$ cat src/rtl/mskaes_share_loader_pkg.sv
// Shared definitions for the masked AES share loader.
// Contents: block geometry constants, the loader state enum and a helper
// that gives the width of one bit-interleaved shared word for a core share
// count d.
// Optional feature macro: MSKAES_LOADER_KEY_REUSE_EN (used by the top).
package mskaes_share_loader_pkg;

  localparam int unsigned MSKAES_WORDS_PER_BLOCK = 4;
  localparam int unsigned MSKAES_BEATS           = 8;
  localparam int unsigned MSKAES_WORD_BITS       = 32;

  // Default core share count and the matching shared word width.
  localparam int unsigned MSKAES_DEFAULT_D        = 4;
  localparam int unsigned MSKAES_DEFAULT_SH_WORD_W = MSKAES_WORD_BITS * MSKAES_DEFAULT_D / 2;

  typedef enum logic [0:0] {
    LOAD,
    FULL
  } loader_state_e;

  // Width of one 32-bit word carrying d/2 shares per bit.
  function automatic int unsigned mskaes_sh_word_w(input int unsigned d);
    return MSKAES_WORD_BITS * d / 2;
  endfunction

endpackage

$ cat src/rtl/mskaes_word_buffer.sv
// Four-word shared register file used as a key or plaintext block buffer.
// Ports:
//   clk, nrst   clock, asynchronous active-low reset (clears contents)
//   clr         synchronous clear of all four words (wins over writes)
//   we          per-word write enable
//   wdata       shared word to write
//   data        all four words, word w at [w*W +: W]
module mskaes_word_buffer
  import mskaes_share_loader_pkg::*;
#(
  parameter int unsigned W = MSKAES_DEFAULT_SH_WORD_W
) (
  input  logic                                clk,
  input  logic                                nrst,
  input  logic                                clr,
  input  logic [MSKAES_WORDS_PER_BLOCK-1:0]   we,
  input  logic [W-1:0]                        wdata,
  output logic [MSKAES_WORDS_PER_BLOCK*W-1:0] data
);

  logic [MSKAES_WORDS_PER_BLOCK-1:0][W-1:0] mem_q;

  always_ff @(posedge clk or negedge nrst) begin
    if (!nrst) begin
      mem_q <= '0;
    end else if (clr) begin
      mem_q <= '0;
    end else begin
      for (int w = 0; w < MSKAES_WORDS_PER_BLOCK; w++) begin
        if (we[w]) mem_q[w] <= wdata;
      end
    end
  end

  assign data = mem_q;

endmodule

$ cat src/rtl/mskaes_share_loader.sv
// Word-serial share loader in front of the round-based masked AES-128 core.
// Collects a 2-share key (beats 0-3) and plaintext (beats 4-7), presents the
// block on the core valid_in/ready handshake, and scrubs the buffers on issue
// so stale shares do not linger. Only one block may be in the core at a time.
// Ports:
//   clk, nrst              clock, asynchronous active-low reset
//   in_valid/in_ready      beat handshake
//   in_sh_word             one shared word, share s of bit i at [i*d/2+s]
//   in_key_keep            beat-0 key reuse request
//   core_ready             core ready
//   core_valid_in          block offered to the core
//   core_sh_key            buffered shared key
//   core_sh_plaintext      buffered shared plaintext
//   core_cipher_valid      core result pulse, ends the in-flight block
//   busy                   a block is in flight in the core
// Optional feature: MSKAES_LOADER_KEY_REUSE_EN enables keeping the previous
// key (beat 0 with in_key_keep jumps straight to plaintext; key not scrubbed).
module mskaes_share_loader
  import mskaes_share_loader_pkg::*;
#(
  parameter int unsigned d = MSKAES_DEFAULT_D
) (
  input  logic                              clk,
  input  logic                              nrst,
  input  logic                              in_valid,
  output logic                              in_ready,
  input  logic [MSKAES_WORD_BITS*d/2-1:0]   in_sh_word,
  input  logic                              in_key_keep,
  input  logic                              core_ready,
  output logic                              core_valid_in,
  output logic [4*MSKAES_WORD_BITS*d/2-1:0] core_sh_key,
  output logic [4*MSKAES_WORD_BITS*d/2-1:0] core_sh_plaintext,
  input  logic                              core_cipher_valid,
  output logic                              busy
);

  localparam int unsigned ShW = mskaes_sh_word_w(d);

  loader_state_e state_q, state_d;
  logic [2:0]    cnt_q, cnt_d;
  logic          busy_q, busy_d;
  logic [MSKAES_WORDS_PER_BLOCK-1:0] key_we, pt_we;
  logic          key_clr, pt_clr;
  logic          reuse_beat;
  logic          key_scrub;

`ifdef MSKAES_LOADER_KEY_REUSE_EN
  logic key_loaded_q, key_loaded_d;

  assign reuse_beat = in_key_keep & key_loaded_q & (cnt_q == 3'd0);
  assign key_scrub  = 1'b0;

  always_comb begin
    key_loaded_d = key_loaded_q;
    if (in_valid && in_ready && (cnt_q == 3'd3)) key_loaded_d = 1'b1;
  end

  always_ff @(posedge clk or negedge nrst) begin
    if (!nrst) key_loaded_q <= 1'b0;
    else       key_loaded_q <= key_loaded_d;
  end
`else
  logic unused_key_keep;

  assign unused_key_keep = in_key_keep;
  assign reuse_beat      = 1'b0;
  assign key_scrub       = 1'b1;
`endif

  always_comb begin
    state_d       = state_q;
    cnt_d         = cnt_q;
    busy_d        = busy_q;
    key_we        = '0;
    pt_we         = '0;
    key_clr       = 1'b0;
    pt_clr        = 1'b0;
    in_ready      = 1'b0;
    core_valid_in = 1'b0;

    // Spurious pulses while idle are harmless: busy_q is already 0.
    if (core_cipher_valid) busy_d = 1'b0;

    unique case (state_q)
      LOAD: begin
        in_ready = 1'b1;
        if (in_valid) begin
          if (reuse_beat) begin
            // Beat 0 carries plaintext word 0; skip the key beats.
            pt_we[0] = 1'b1;
            cnt_d    = 3'd5;
          end else begin
            if (!cnt_q[2]) key_we[cnt_q[1:0]] = 1'b1;
            else           pt_we[cnt_q[1:0]]  = 1'b1;
            cnt_d = cnt_q + 3'd1;
            if (cnt_q == 3'd7) begin
              state_d = FULL;
              cnt_d   = 3'd0;
            end
          end
        end
      end
      FULL: begin
        // busy gates the offer, so an issue never meets a busy clear.
        core_valid_in = ~busy_q;
        if (!busy_q && core_ready) begin
          pt_clr  = 1'b1;
          key_clr = key_scrub;
          busy_d  = 1'b1;
          state_d = LOAD;
        end
      end
      default: state_d = LOAD;
    endcase
  end

  always_ff @(posedge clk or negedge nrst) begin
    if (!nrst) begin
      state_q <= LOAD;
      cnt_q   <= 3'd0;
      busy_q  <= 1'b0;
    end else begin
      state_q <= state_d;
      cnt_q   <= cnt_d;
      busy_q  <= busy_d;
    end
  end

  assign busy = busy_q;

  mskaes_word_buffer #(
    .W (ShW)
  ) u_key_buf (
    .clk   (clk),
    .nrst  (nrst),
    .clr   (key_clr),
    .we    (key_we),
    .wdata (in_sh_word),
    .data  (core_sh_key)
  );

  mskaes_word_buffer #(
    .W (ShW)
  ) u_pt_buf (
    .clk   (clk),
    .nrst  (nrst),
    .clr   (pt_clr),
    .we    (pt_we),
    .wdata (in_sh_word),
    .data  (core_sh_plaintext)
  );

endmodule

$ cat config.mk
export PLATFORM = sky130hd
export DESIGN_NAME = mskaes_share_loader
export DESIGN_NICKNAME = d
export VERILOG_FILES = /design/src/rtl/mskaes_share_loader_pkg.sv /design/src/rtl/mskaes_word_buffer.sv /design/src/rtl/mskaes_share_loader.sv
export SDC_FILE = /design/constraint.sdc
export NUM_CORES = 1
export LEC_CHECK = 0
export CAP_MARGIN = 10
export CORE_ASPECT_RATIO = 0.6
export CORE_MARGIN = 3
export CORE_UTILIZATION = 40
export DETAILED_ROUTE_END_ITERATION = 10
export PLACE_DENSITY = 0.68
export SLEW_MARGIN = 40
export SYNTH_ARGS = -nofsm -noshare
export SYNTH_HDL_FRONTEND = slang
export SYNTH_SLANG_ARGS = --single-unit
$ cat constraint.sdc
create_clock -name clk -period 3.2 [get_ports clk]
set_input_delay 0.64 -clock clk [delete_from_list [all_inputs] [get_ports clk]]
set_output_delay 0.64 -clock clk [all_outputs]
set_load 0.1 [all_outputs]
### The metal 2 layer

Drawn at 1.5 px/um.
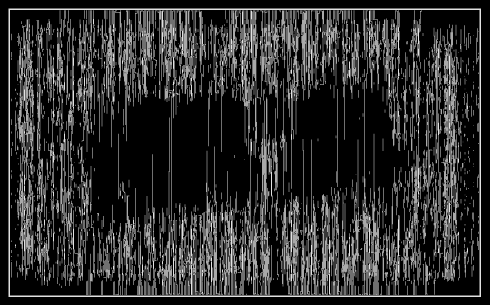
nets with wire on the layer: 2305
wire length on this layer: 36.0 mm
main direction: vertical
share of all routed wire: 47%
vias post-DR: 18700
GR met2 Demand/Resource: 0.400

### Close-up of the layout

Region (144, 83) to (169, 108) um. Cells in gray, sequential cells in the stronger gray; small squares are vias.
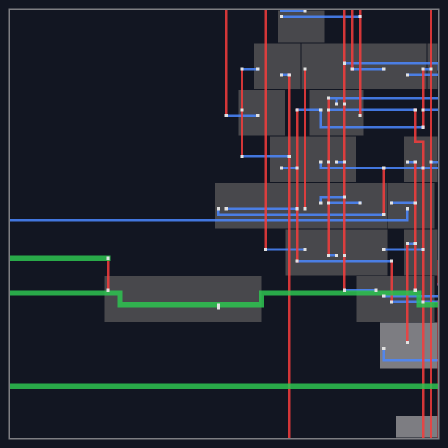
legend:
  blue:
    layer: M1
  green:
    layer: M3
  red:
    layer: M2
sequential cells in the window: 0
most frequent: buf_4 (5)
cells with their middle in the window: 12

### Register map, names as in the netlist

Drawn at 1.5 px/um.
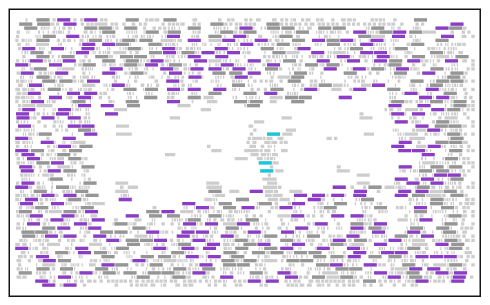
legend:
  purple:
    name_in_the_netlist: u_pt_buf.data
    placed_flops: 256
    where: widely spread
  cyan:
    name_in_the_netlist: cnt_q
    placed_flops: 3

### Congestion heat map

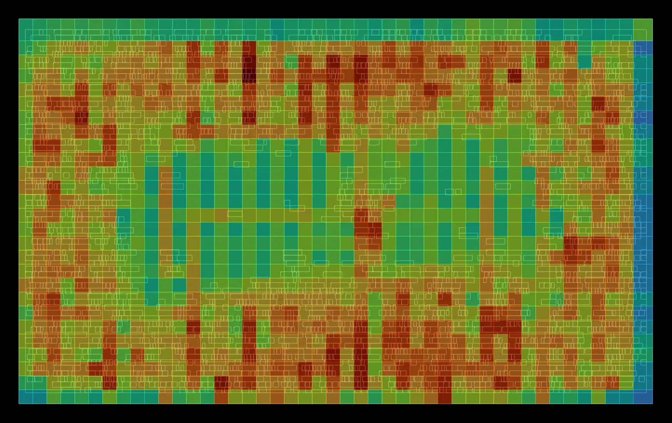
routed wirelength normalized by instance count: 21.7 um
layer carrying the most global-route usage: met2
met3 Use GR: 0.0653
M1 GR Usage: 0.340

==> impl_report.txt <==
=== SYNTHESIS / PLACE & ROUTE SUMMARY ===
----------------------------------------------------
[Yosys]
  Cell variety after synth ........................ 25
  Synthesized area per cell ........................ 9.71 um^2
  Area fraction in xor and xnor cells ........................ 0

[Finish]
  Highest-count logic cell in the final layout ........................ sky130_fd_sc_hd__nand2_1
  Non-clock inverter count ........................ 6
  Non-filler instance count after layout ........................ 3562
  Number of clock-tree buffers in the layout ........................ 70
  Leading cell types in the layout, fill and taps excluded ........................ 967 x sky130_fd_sc_hd__nand2_1, 537 x sky130_fd_sc_hd__buf_4, 517 x sky130_fd_sc_hd__dfrtp_1
  Multi-input comb cells ........................ 1571
  Number of inserted diodes ........................ 1
  Final core occ ........................ 0.513
  Clock network area share ........................ 0.0611
  Logic share of the area ........................ 0.262
  Non-clock buffering overhead in the final layout ........................ 0.186
  Layout net count ........................ 2853

[Detailed routing]
  DRC violation count after routing ........................ 0
  Post-detailed-route via-to-cell ratio ........................ 5.25
  First-pass DRT Iterations ........................ 6
  Met3 wire length ........................ 7.21 mm
  DR top layer ........................ met5

[Setup path]
  Kind of critical path ........................ reg2out
  Kind of start point of the critical path ........................ flip-flop
  Total buffers and inverters traversed by the critical path ........................ 2

[Clocking]
  Clock Path Buffers ........................ 3
  CTS hold repair buffers ........................ 0
  Setup fix buffers added after clock tree synthesis ........................ 0

[Status]
  Outcome ........................ finished clean

[Timing]
  Achievable clock frequency ........................ 408 MHz
  Setup TNS ........................ 0 ps
  Worst slew margin relative to its limit ........................ 0.438
  Hold violation count in the final report ........................ 0

[Global routing]
  Number of global-route vias before repair ........................ 18700
  Wire length of the first global-routing pass ........................ 115 mm
  Overall global routing resource usage ........................ 0.251
  Number of antenna violations at the first check in global routing ........................ 2

[Die]
  Initial core utilization ........................ 0.411
  Width of the die ........................ 313 um

[Place]
  Count of placed standard cells including taps ........................ 3474

----------------------------------------------------
## path summary, 6_finish.rpt
kind | cells after the start | end | slack (ps) | from
min in group clk | 2 | u_pt_buf.data[172] | 520 | u_pt_buf.data[172]
hold / removal | 1 | u_key_buf.data[149] | 20 | nrst
setup reg to reg | 5 | u_key_buf.data[82] | 1020 | state_q
max in group asynchronous | 2 | u_pt_buf.data[61] | 2120 | nrst
hold reg to reg | 2 | u_pt_buf.data[172] | 520 | u_pt_buf.data[172]
setup / recovery | 3 | core_valid_in | 750 | state_q
## registers in the layout, indices dropped and copies added, names as in the netlist
name and flops:
u_key_buf.data 256, u_pt_buf.data 256, cnt_q 3, busy 1, state_q 1
